Fig. 1: placed cells, one color a class
Bar = 20 µm.
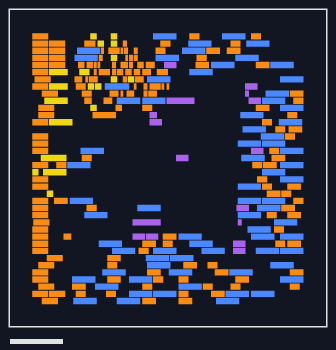
Fig. 2: placed standard cells
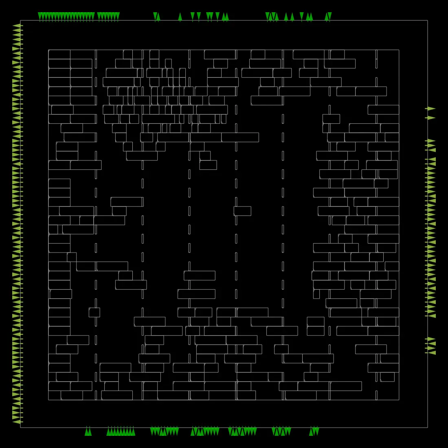
Fig. 3: met2 routing
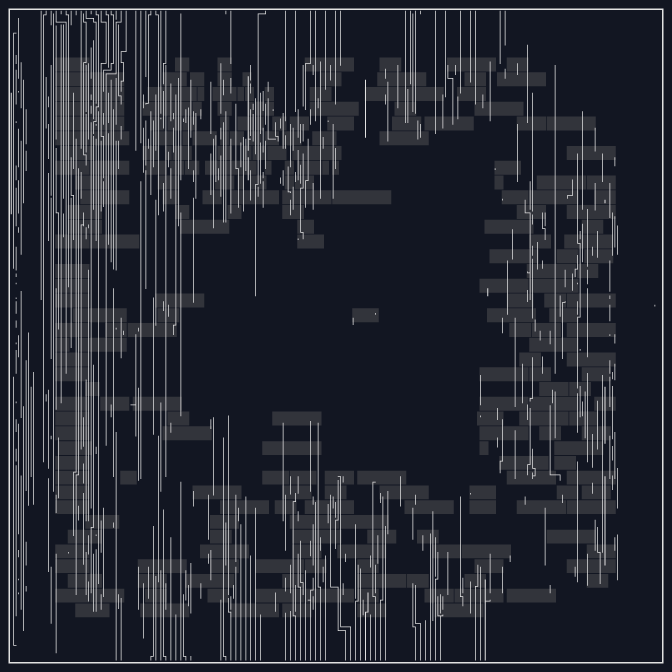
Fig. 4: logic cells by family
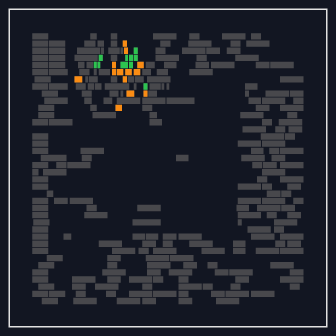
## src/rtl/dmem_arbiter_if.sv

```systemverilog
`default_nettype none
// ============================================================================
// Module      : dmem_arbiter_if
// Description : One requester port of the data-memory arbiter. It carries the
//               request/handshake side and the registered read-return side.
//   master : drives req, we, lock, addr, wdata; observes gnt, rvalid, rdata
//   slave  : the arbiter side of the same bundle
// Revision    : 1.0 - initial release
// ============================================================================
interface dmem_arbiter_if #(
  parameter int DATA_W = 32,
  parameter int ADDR_W = 6
);
  logic              req;     // one access requested this cycle
  logic              we;      // 1 = write, 0 = read
  logic              lock;    // owner asks to keep the grant next cycle
  logic [ADDR_W-1:0] addr;    // word address
  logic [DATA_W-1:0] wdata;   // write data
  logic              gnt;     // access accepted this cycle (combinational)
  logic              rvalid;  // read data valid, one cycle after a read grant
  logic [DATA_W-1:0] rdata;   // registered read data

  modport master (output req, we, lock, addr, wdata, input gnt, rvalid, rdata);
  modport slave  (input req, we, lock, addr, wdata, output gnt, rvalid, rdata);
endinterface
`default_nettype wire

```

## src/rtl/dmem_arbiter.sv

```systemverilog
`default_nettype none
// ============================================================================
// Module      : dmem_arbiter
// Description : Round-robin arbiter with bounded locking in front of a single
//               ported data memory (asynchronous read, write on clock edge).
//   clk          : rising-edge clock
//   rst_n        : asynchronous reset, active low
//   port0        : core load/store requester (slave modport)
//   port1        : debug/DMA requester (slave modport)
//   o_mem_addr   : memory Address (granted port, 0 when idle)
//   o_mem_wdata  : memory WriteData (granted port, 0 when idle)
//   o_mem_write  : memory MemWrite
//   o_mem_read   : memory MemRead
//   i_mem_rdata  : memory ReadData
// Revision    : 1.0 - initial release
// ============================================================================
module dmem_arbiter #(
  parameter int DATA_W   = 32,
  parameter int ADDR_W   = 6,
  parameter int MAX_LOCK = 4
) (
  input  wire logic              clk,
  input  wire logic              rst_n,
  dmem_arbiter_if.slave          port0,
  dmem_arbiter_if.slave          port1,
  output logic      [ADDR_W-1:0] o_mem_addr,
  output logic      [DATA_W-1:0] o_mem_wdata,
  output logic                   o_mem_write,
  output logic                   o_mem_read,
  input  wire logic [DATA_W-1:0] i_mem_rdata
);

  localparam int              CNT_W      = $clog2(MAX_LOCK + 1);
  localparam logic [CNT_W-1:0] c_max_lock = CNT_W'(MAX_LOCK);
  localparam logic [CNT_W-1:0] c_one      = CNT_W'(1);

  typedef enum logic [1:0] {
    ST_ARB   = 2'd0,
    ST_LOCK0 = 2'd1,
    ST_LOCK1 = 2'd2
  } state_t;

  state_t            r_state, w_state_nxt;
  logic              r_last, w_last_nxt;
  logic [CNT_W-1:0]  r_lock_cnt, w_lock_cnt_nxt;
  logic [CNT_W-1:0]  w_cnt_inc;
  logic              w_gnt0, w_gnt1;
  logic              r_rvalid0, r_rvalid1;
  logic [DATA_W-1:0] r_rdata0, r_rdata1;

  // lock_cnt counts grants already given in the current run. A grant that
  // brings it to MAX_LOCK is the owner's last one while the other port waits;
  // with no competitor the count simply saturates.
  assign w_cnt_inc = (r_lock_cnt >= c_max_lock) ? c_max_lock : r_lock_cnt + c_one;

  always_comb begin
    w_gnt0         = 1'b0;
    w_gnt1         = 1'b0;
    w_state_nxt    = r_state;
    w_last_nxt     = r_last;
    w_lock_cnt_nxt = r_lock_cnt;
    case (r_state)
      ST_ARB: begin
        // On a tie the port that did not win last time is served.
        w_gnt0 = port0.req & (~port1.req | r_last);
        w_gnt1 = port1.req & (~port0.req | ~r_last);
        if (w_gnt0) begin
          w_last_nxt     = 1'b0;
          w_lock_cnt_nxt = c_one;
          if (port0.lock && !(port1.req && c_one == c_max_lock)) w_state_nxt = ST_LOCK0;
        end else if (w_gnt1) begin
          w_last_nxt     = 1'b1;
          w_lock_cnt_nxt = c_one;
          if (port1.lock && !(port0.req && c_one == c_max_lock)) w_state_nxt = ST_LOCK1;
        end
      end
      ST_LOCK0: begin
        w_gnt0 = port0.req;
        if (port0.req) begin
          w_lock_cnt_nxt = w_cnt_inc;
          w_last_nxt     = 1'b0;
        end
        if (!port0.lock || !port0.req || (port1.req && w_cnt_inc == c_max_lock))
          w_state_nxt = ST_ARB;
      end
      ST_LOCK1: begin
        w_gnt1 = port1.req;
        if (port1.req) begin
          w_lock_cnt_nxt = w_cnt_inc;
          w_last_nxt     = 1'b1;
        end
        if (!port1.lock || !port1.req || (port0.req && w_cnt_inc == c_max_lock))
          w_state_nxt = ST_ARB;
      end
      default: w_state_nxt = ST_ARB;
    endcase
    // No access may be issued while reset is held, even before the first edge.
    if (!rst_n) begin
      w_gnt0 = 1'b0;
      w_gnt1 = 1'b0;
    end
  end

  always_comb begin
    o_mem_addr  = '0;
    o_mem_wdata = '0;
    if (w_gnt0) begin
      o_mem_addr  = port0.addr;
      o_mem_wdata = port0.wdata;
    end else if (w_gnt1) begin
      o_mem_addr  = port1.addr;
      o_mem_wdata = port1.wdata;
    end
    o_mem_write = (w_gnt0 & port0.we)  | (w_gnt1 & port1.we);
    o_mem_read  = (w_gnt0 & ~port0.we) | (w_gnt1 & ~port1.we);
  end

  always_ff @(posedge clk or negedge rst_n) begin
    if (!rst_n) begin
      r_state    <= ST_ARB;
      r_last     <= 1'b1;
      r_lock_cnt <= '0;
      r_rvalid0  <= 1'b0;
      r_rvalid1  <= 1'b0;
      r_rdata0   <= '0;
      r_rdata1   <= '0;
    end else begin
      r_state    <= w_state_nxt;
      r_last     <= w_last_nxt;
      r_lock_cnt <= w_lock_cnt_nxt;
      r_rvalid0  <= w_gnt0 & ~port0.we;
      r_rvalid1  <= w_gnt1 & ~port1.we;
      if (w_gnt0 && !port0.we) r_rdata0 <= i_mem_rdata;
      if (w_gnt1 && !port1.we) r_rdata1 <= i_mem_rdata;
    end
  end

  assign port0.gnt    = w_gnt0;
  assign port0.rvalid = r_rvalid0;
  assign port0.rdata  = r_rdata0;
  assign port1.gnt    = w_gnt1;
  assign port1.rvalid = r_rvalid1;
  assign port1.rdata  = r_rdata1;

endmodule
`default_nettype wire

```

## src/flat_wrapper.sv

```systemverilog
// flat-port wrapper written by rule: the top's interface ports become plain ports
module dmem_arbiter_flat 
#(
  parameter int DATA_W   = 32,
  parameter int ADDR_W   = 6,
  parameter int MAX_LOCK = 4
)
  (clk, rst_n, o_mem_addr, o_mem_wdata, o_mem_write, o_mem_read, i_mem_rdata, port0_req, port0_we, port0_lock, port0_addr, port0_wdata, port0_gnt, port0_rvalid, port0_rdata, port1_req, port1_we, port1_lock, port1_addr, port1_wdata, port1_gnt, port1_rvalid, port1_rdata);
  dmem_arbiter_if #(.DATA_W(DATA_W), .ADDR_W(ADDR_W)) port0_i ();
  dmem_arbiter_if #(.DATA_W(DATA_W), .ADDR_W(ADDR_W)) port1_i ();
  input  wire logic clk;
  input  wire logic rst_n;
  output logic      [ADDR_W-1:0] o_mem_addr;
  output logic      [DATA_W-1:0] o_mem_wdata;
  output logic o_mem_write;
  output logic o_mem_read;
  input  wire logic [DATA_W-1:0] i_mem_rdata;
  input wire logic [$bits(port0_i.req)-1:0] port0_req;
  input wire logic [$bits(port0_i.we)-1:0] port0_we;
  input wire logic [$bits(port0_i.lock)-1:0] port0_lock;
  input wire logic [$bits(port0_i.addr)-1:0] port0_addr;
  input wire logic [$bits(port0_i.wdata)-1:0] port0_wdata;
  output wire logic [$bits(port0_i.gnt)-1:0] port0_gnt;
  output wire logic [$bits(port0_i.rvalid)-1:0] port0_rvalid;
  output wire logic [$bits(port0_i.rdata)-1:0] port0_rdata;
  input wire logic [$bits(port1_i.req)-1:0] port1_req;
  input wire logic [$bits(port1_i.we)-1:0] port1_we;
  input wire logic [$bits(port1_i.lock)-1:0] port1_lock;
  input wire logic [$bits(port1_i.addr)-1:0] port1_addr;
  input wire logic [$bits(port1_i.wdata)-1:0] port1_wdata;
  output wire logic [$bits(port1_i.gnt)-1:0] port1_gnt;
  output wire logic [$bits(port1_i.rvalid)-1:0] port1_rvalid;
  output wire logic [$bits(port1_i.rdata)-1:0] port1_rdata;
  assign port0_i.req = port0_req;
  assign port0_i.we = port0_we;
  assign port0_i.lock = port0_lock;
  assign port0_i.addr = port0_addr;
  assign port0_i.wdata = port0_wdata;
  assign port0_gnt = port0_i.gnt;
  assign port0_rvalid = port0_i.rvalid;
  assign port0_rdata = port0_i.rdata;
  assign port1_i.req = port1_req;
  assign port1_i.we = port1_we;
  assign port1_i.lock = port1_lock;
  assign port1_i.addr = port1_addr;
  assign port1_i.wdata = port1_wdata;
  assign port1_gnt = port1_i.gnt;
  assign port1_rvalid = port1_i.rvalid;
  assign port1_rdata = port1_i.rdata;
  dmem_arbiter #(.DATA_W(DATA_W), .ADDR_W(ADDR_W), .MAX_LOCK(MAX_LOCK)) u_core (.clk(clk), .rst_n(rst_n), .port0(port0_i), .port1(port1_i), .o_mem_addr(o_mem_addr), .o_mem_wdata(o_mem_wdata), .o_mem_write(o_mem_write), .o_mem_read(o_mem_read), .i_mem_rdata(i_mem_rdata));
endmodule
```

## config.mk

```make
export PLATFORM = sky130hd
export DESIGN_NAME = dmem_arbiter_flat
export DESIGN_NICKNAME = d
export VERILOG_FILES = /design/src/rtl/dmem_arbiter_if.sv /design/src/rtl/dmem_arbiter.sv /design/src/flat_wrapper.sv
export SDC_FILE = /design/constraint.sdc
export NUM_CORES = 1
export LEC_CHECK = 0
export ABC_AREA = 0
export CAP_MARGIN = 20
export CORE_MARGIN = 8
export CORE_UTILIZATION = 32
export CTS_CLUSTER_DIAMETER = 150
export CTS_CLUSTER_SIZE = 40
export DETAILED_ROUTE_END_ITERATION = 10
export DONT_BUFFER_PORTS = 1
export SYNTH_ARGS = -nofsm -noshare
export SYNTH_HDL_FRONTEND = slang
export SYNTH_SLANG_ARGS = --single-unit
export TNS_END_PERCENT = 50
```

## constraint.sdc

```tcl
create_clock -name clk -period 3.1 [get_ports clk]
set_clock_uncertainty 0.1 [all_clocks]
set_input_delay 0.93 -clock clk [delete_from_list [all_inputs] [get_ports clk]]
set_output_delay 0.93 -clock clk [all_outputs]
set_load 0.02 [all_outputs]
```

==> results.ini <==
[run_status]
status=finished with violations
violations=setup timing

[global_route]
antenna_found_initial=0
met3_usage_pct=6.71
grt_usage_pct=14.8
gr-usage-met1_pct=14.6
top_usage_layer=met2

[clocking]
cts_resized=52
ctsHoldBuffers=0
cts_tree=built
clkTransAtPathRegs_ns=0.08
postCtsSetupBuffers=2
clk_latency_ns=0.34

[layout]
clockNetworkAreaShare_pct=5.31
flop-count=72
finalNetCount=377
final_cell_area_mm2=0.00433
comb_share_pct=42.7

[setup_path]
worst-setup-path-type=reg -> out
crit_path_end=o_mem_wdata[4]
endpoint_kind=output port
startpoint_type=flip-flop
reg2regPathDepth=8

[synthesis]
synth_cell_types=31
ys_sh_adder_pct=2.16
ys.flops=72
syn_avg_cell_area_um2=14.4
yosys-top-cells-count=dfrtp_1 (71), a22o_1 (39), mux2_2 (33)
edf_count=0
simple_gate_share_pct=2.99
compound_area_share_pct=12.7
netlist_area_mm2=0.00348
async_flop_share_pct=100
top_cell_area_share_pct=51.1
syn_nets=364

[routing]
first_pass_iters=5
postRouteAntennaNets=0

[final_timing]
final_max_slew_viol_count=0
setup_viol=2
rsz0062_at_grt=yes
fin_ws_ns=-0.00281
hold_violations=0

[power]
peakVddDrop_mv=0.482
power.group.top=sequential cells

[min_path]
min_path_type=in -> async

[floorplan]
io_pins=224
dieArea_mm2=0.0145

Notes on Fig. 1 above:
[flops] blue | cells: 72 | share of their area: 43%
[all other logic] orange | cells: 153 | share of their area: 45%
[other buffers and delay cells] yellow | cells: 19 | share of their area: 5.9%
[clock drivers and dummy loads] purple | cells: 16 | share of their area: 5.5%

Notes on Fig. 2 above:
core region area: 0.0107 mm²
final-layout fill cell count: 970
flop share of the area: 41.6%
Post-Layout Cell Count: 400
tap cell count: 140

Notes on Fig. 3 above:
main direction: vertical
nets with wire on the layer: 350
longest straight run: 88.1 µm
share of all routed wire: 53%

Notes on Fig. 4 above:
[inverting AOI/OAI gates] orange | cells: 13
[NAND gates] green | cells: 10

